$ cat src/rtl/uart_tx_scheduler_pkg.sv
// Shared types and constants for the UART transmit scheduler.
// The state encoding and the byte width are kept here so they have a single definition.
package uart_tx_scheduler_pkg;

    localparam int UART_BYTE_W = 8;

    typedef enum logic [1:0] {
        ST_ARB,
        ST_ISSUE,
        ST_WAIT_START,
        ST_WAIT_DONE
    } sched_state_t;

endpackage

$ cat src/rtl/uart_tx_scheduler_baud_tick.sv
// Free-running bit-rate strobe for uart_send: one CLK-wide tick every BAUD_DIV cycles.
// The first tick appears on the BAUD_DIV-th cycle after reset release.
module uart_baud_tick #(
    parameter int BAUD_DIV = 5
) (
    input  logic CLK,
    input  logic RST_N,
    output logic TICK
);

    localparam int CNT_W = (BAUD_DIV > 1) ? $clog2(BAUD_DIV) : 1;
    localparam logic [CNT_W-1:0] CNT_LAST = CNT_W'(BAUD_DIV - 1);

    logic [CNT_W-1:0] cnt;

    always_ff @(posedge CLK or negedge RST_N) begin
        if (!RST_N) begin
            cnt <= '0;
        end else if (cnt == CNT_LAST) begin
            cnt <= '0;
        end else begin
            cnt <= cnt + 1'b1;
        end
    end

    assign TICK = (cnt == CNT_LAST);

endmodule

$ cat src/rtl/uart_tx_scheduler.sv
// Round-robin scheduler sharing one uart_send transmitter among NUM_REQ byte requesters,
// with per-requester packet lock, baud tick generation and a start-of-frame watchdog.
//
// state         | meaning
// --------------+------------------------------------------------------------
// ST_ARB        | pick locked owner or next RR requester; latch grant and byte
// ST_ISSUE      | DATA_READY and ACK visible this cycle; advance RR pointer
// ST_WAIT_START | wait for uart_send to leave idle; watchdog runs
// ST_WAIT_DONE  | wait for stop bit to finish; keep grant if LOCK is high
module uart_tx_scheduler
    import uart_tx_scheduler_pkg::*;
#(
    parameter int NUM_REQ  = 4,
    parameter int BAUD_DIV = 5,
    parameter int TO_CYC   = 2 * BAUD_DIV + 2
) (
    input  logic                           CLK,
    input  logic                           RST_N,
    input  logic [NUM_REQ-1:0]             REQ,
    input  logic [NUM_REQ-1:0]             LOCK,
    input  logic [UART_BYTE_W*NUM_REQ-1:0] REQ_DATA,
    output logic [NUM_REQ-1:0]             ACK,
    output logic [NUM_REQ-1:0]             GRANT,
    output logic [UART_BYTE_W-1:0]         TX_DATA,
    output logic                           TX_DATA_READY,
    input  logic                           TX_IDLE,
    output logic                           UART_CLK,
    output logic                           FAULT
);

    localparam int IDX_W = (NUM_REQ > 1) ? $clog2(NUM_REQ) : 1;
    localparam int TO_W  = (TO_CYC > 2) ? $clog2(TO_CYC) : 1;
    // ISSUE and the terminal-count cycle account for two of the TO_CYC cycles.
    localparam logic [TO_W-1:0] TO_LOAD = TO_W'(TO_CYC - 2);

    sched_state_t      state;
    logic [IDX_W-1:0]  owner;
    logic [IDX_W-1:0]  rr_ptr;
    logic [TO_W-1:0]   timer;

    logic [IDX_W:0]    rr_sel;
    logic              lock_hit;
    logic              next_valid;
    logic [IDX_W-1:0]  next_idx;
    logic [NUM_REQ-1:0] next_oh;

    // Returns {found, index} of the first requester at or after ptr, wrapping.
    function automatic logic [IDX_W:0] rr_pick(input logic [NUM_REQ-1:0] req,
                                               input logic [IDX_W-1:0]   ptr);
        logic [IDX_W:0]   pick;
        logic [IDX_W-1:0] idx;
        pick = '0;
        for (int k = NUM_REQ - 1; k >= 0; k--) begin
            idx = IDX_W'((int'(ptr) + k) % NUM_REQ);
            if (req[idx]) begin
                pick = {1'b1, idx};
            end
        end
        return pick;
    endfunction

    uart_baud_tick #(
        .BAUD_DIV(BAUD_DIV)
    ) u_baud_tick (
        .CLK  (CLK),
        .RST_N(RST_N),
        .TICK (UART_CLK)
    );

    always_comb begin
        rr_sel     = rr_pick(REQ, rr_ptr);
        lock_hit   = (GRANT != '0) && REQ[owner];
        next_idx   = lock_hit ? owner : rr_sel[IDX_W-1:0];
        next_valid = lock_hit || rr_sel[IDX_W];
        next_oh    = '0;
        next_oh[next_idx] = 1'b1;
    end

    always_ff @(posedge CLK or negedge RST_N) begin
        if (!RST_N) begin
            state         <= ST_ARB;
            owner         <= '0;
            rr_ptr        <= '0;
            timer         <= '0;
            GRANT         <= '0;
            ACK           <= '0;
            TX_DATA       <= '0;
            TX_DATA_READY <= 1'b0;
            FAULT         <= 1'b0;
        end else begin
            ACK           <= '0;
            TX_DATA_READY <= 1'b0;
            FAULT         <= 1'b0;
            case (state)
                ST_ARB: begin
                    if (next_valid) begin
                        owner         <= next_idx;
                        GRANT         <= next_oh;
                        TX_DATA       <= REQ_DATA[next_idx*UART_BYTE_W +: UART_BYTE_W];
                        ACK           <= next_oh;
                        TX_DATA_READY <= 1'b1;
                        state         <= ST_ISSUE;
                    end else begin
                        GRANT <= '0;
                    end
                end
                ST_ISSUE: begin
                    rr_ptr <= (owner == IDX_W'(NUM_REQ - 1)) ? '0 : owner + 1'b1;
                    timer  <= TO_LOAD;
                    state  <= ST_WAIT_START;
                end
                ST_WAIT_START: begin
                    if (!TX_IDLE) begin
                        state <= ST_WAIT_DONE;
                    end else if (timer == '0) begin
                        FAULT <= 1'b1;
                        GRANT <= '0;
                        state <= ST_ARB;
                    end else begin
                        timer <= timer - 1'b1;
                    end
                end
                ST_WAIT_DONE: begin
                    if (TX_IDLE) begin
                        if (!LOCK[owner]) begin
                            GRANT <= '0;
                        end
                        state <= ST_ARB;
                    end
                end
                default: state <= ST_ARB;
            endcase
        end
    end

endmodule

$ cat config.mk
export PLATFORM = sky130hd
export DESIGN_NAME = uart_tx_scheduler
export DESIGN_NICKNAME = d
export VERILOG_FILES = /design/src/rtl/uart_tx_scheduler_pkg.sv /design/src/rtl/uart_tx_scheduler_baud_tick.sv /design/src/rtl/uart_tx_scheduler.sv
export SDC_FILE = /design/constraint.sdc
export NUM_CORES = 1
export LEC_CHECK = 0
export CORE_ASPECT_RATIO = 1.2
export CORE_UTILIZATION = 46
export CTS_BUF_LIST = sky130_fd_sc_hd__clkbuf_4
export DETAILED_ROUTE_END_ITERATION = 6
export HOLD_SLACK_MARGIN = 0.05
export PLACE_DENSITY = 0.92
export SETUP_SLACK_MARGIN = 0.1
export SKIP_LAST_GASP = 1
export SLEW_MARGIN = 5
export SYNTH_ARGS = -nofsm -noshare
export SYNTH_HDL_FRONTEND = slang
export SYNTH_SLANG_ARGS = --single-unit
export TNS_END_PERCENT = 50
$ cat constraint.sdc
create_clock -name CLK -period 3 [get_ports CLK]
set_clock_uncertainty 0.1 [all_clocks]
set_input_delay 0.6 -clock CLK [delete_from_list [all_inputs] [get_ports CLK]]
set_output_delay 0.6 -clock CLK [all_outputs]
set_load 0.05 [all_outputs]
Fig. 1: congestion heat map
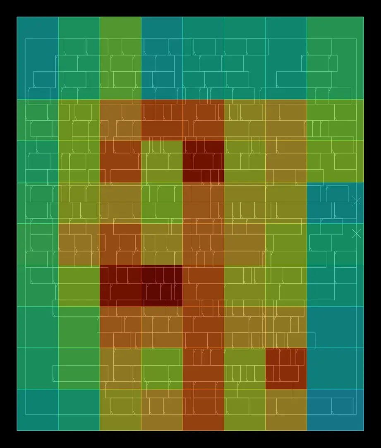
Overall Global Routing Usage: 23.88%
GRT met1 Usage: 26.04%
met2 Usage GRT: 43.90%

Fig. 2: met4 routing
(6 px per um)
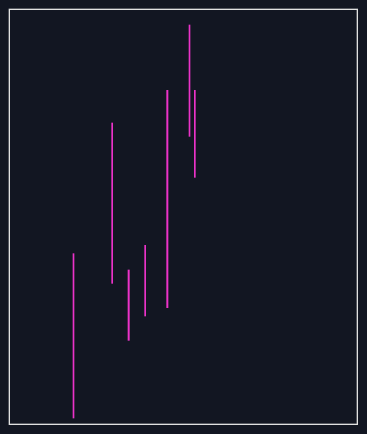
longest straight run	36.0 um
share of all routed wire	3.4%

==> qor.yml <==
ir_drop_v: 0.0006232
n_clock_buffer: 5
pg_comb_mw: 1.57
remaining_drc_errors: 2
cp-start-kind: "input port"
clkCellAreaFrac_pct: 3.111
comb_share_pct: 34.06
avgSynthCellArea_sq_um: 10.28
netlist_top_cells_area: "dfrtp_1 (45%), a211oi_1 (6.6%), mux2i_1 (6.4%)"
layout_min_cycle_time_ns: 2.712
yosysTopAreaCellShare_pct: 45.19
yosysWarningCount: 0
yosysTopAreaCell: "dfrtp_1"
hp-start: "u_baud_tick.cnt[0]"
biggestCellCategory: "multi-input combinational cells"
cts_made_buffers: 5
ys_cells: 167
viasPerCell: 5.752
status: "finished, violations left"
synthAoiAreaFrac_pct: 21.14
insertion_delay_ns: 0.34
slew_headroom_pct: 43.50
drt-initial-drc-count: 54
synthArstFlopShare_pct: 100.0
antennaDiodeCount: 0
die.size.y_um: 68.92
final.setup.tns_ns: 0
ff2ff_setup_slack_ns: 0.48
largestPowerGroup: "combinational cells"
hold_viol_final: 0
tightestPinTransition_ns: 0.8475
wl_per_cell_um: 15.77
warnings: 28
drive_gt1_share_pct: 9.705
synthCells: 167
inv_count: 17
ff_type: "dfrtp_1"
final_area_sq_um: 2454
cts_tree: "built"
rows: 23
comb_cells: 114
power.internal_mw: 1.363
buffers: 67
io_pins: 62
grt-ovfl-total: 0
clkPwrFrac_pct: 12.3
holdPathStages: 1
syn_to_final_growth_pct: 42.93
top_logic_kind: "AND-OR/OR-AND gates"
seqPwrFrac_pct: 28.1
violations: "design-rule violations"
crit_required_ns: 3.14
Fig. 3: PDN straps and rails
(6 px per um) Pins as bars on the die edge.
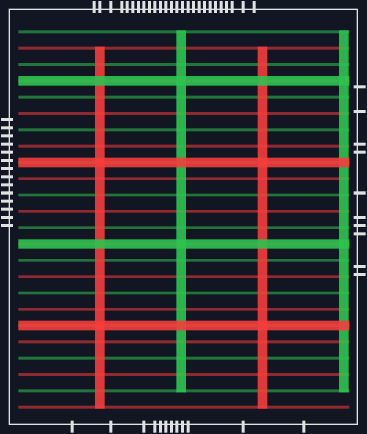
net	color
VSS	red
VDD	green
rows	23
met1 rails	24
signal pins	62
met5 straps	4
met4 straps	4

Fig. 4: clock wires, drivers and flops
(8 px per um)
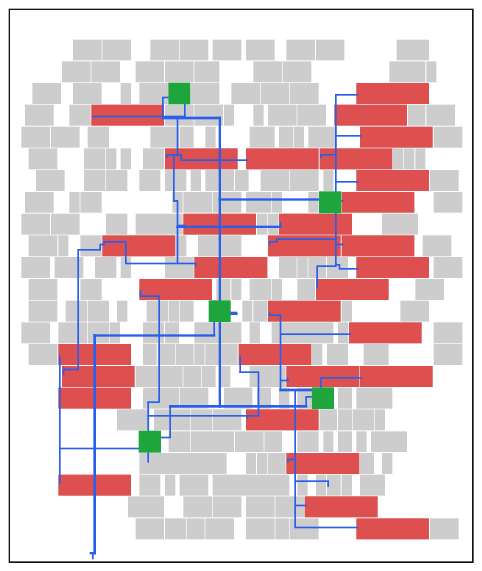
[flip-flops] red | count: 31
[clock drivers] green | count: 5
[clock wires] blue | length: 425 um
routed clock nets	6

==> synthesized netlist by cell type (2+ instances only) <==
library cell / count
dfrtp_1: 31
inv_1: 16
a211oi_1: 15
nand2_1: 14
nor2_1: 14
mux2i_1: 11
a21oi_1: 10
ha_1: 5
o21ai_0: 5
a221oi_1: 3
buf_6: 3
o22ai_1: 3
and3_1: 2
clkbuf_1: 2
mux2_2: 2
nor3_1: 2
nor3b_1: 2
o21bai_1: 2
o31ai_1: 2
or3_1: 2
==> worst max path at each step <==
stage,cells past startpoint,start,end
final,7,REQ[3],TX_DATA[5]
after global routing,7,REQ[2],TX_DATA[5]
after CTS,7,REQ[3],TX_DATA[5]
after detailed placement,7,REQ[3],TX_DATA[7]
after global placement,7,REQ[0],GRANT[2]
after floorplan,7,GRANT[1],TX_DATA[0]
==> state kept, by name, summed over array words and instances, names as in the netlist <==
name and cells:
TX_DATA 8, ACK 4, GRANT 4, timer 4
u_baud_tick.cnt 3, owner 2, rr_ptr 2, state 2
FAULT 1, TX_DATA_READY 1
==> worst max-delay path, stage by stage <==
cell,delay (ns)
clkdlybuf4s50_1,0.51
mux2i_1,0.28
a21oi_1,0.13
o31ai_2,0.56
a21o_1,0.34
a211oi_1,0.12
a211oi_1,0.31
==> cell usage in the layout, fill, tap and decap left out, drive strengths merged, types with 5 or more instances in the layout <==
cell	netlist	routed
ha	5	5
a21oi	11	11
clkbuf	2	5
buf	3	6
dfrtp	31	31
mux2i	11	11
o21ai	5	5
nor2	14	14
clkdlybuf4s50	0	61
inv	16	16
nand2	14	14
a211oi	15	15
==> cell families (layout without fill, tap and decap cells) <==
kind of cell    count (synthesis)  count (layout)
xor+xnor                        1               1
fa+ha+maj                       5               5
flops                          31              31
simple gates                   44              44
mux                            15              15
buf+inv                        22              92
compound gates                 49              49
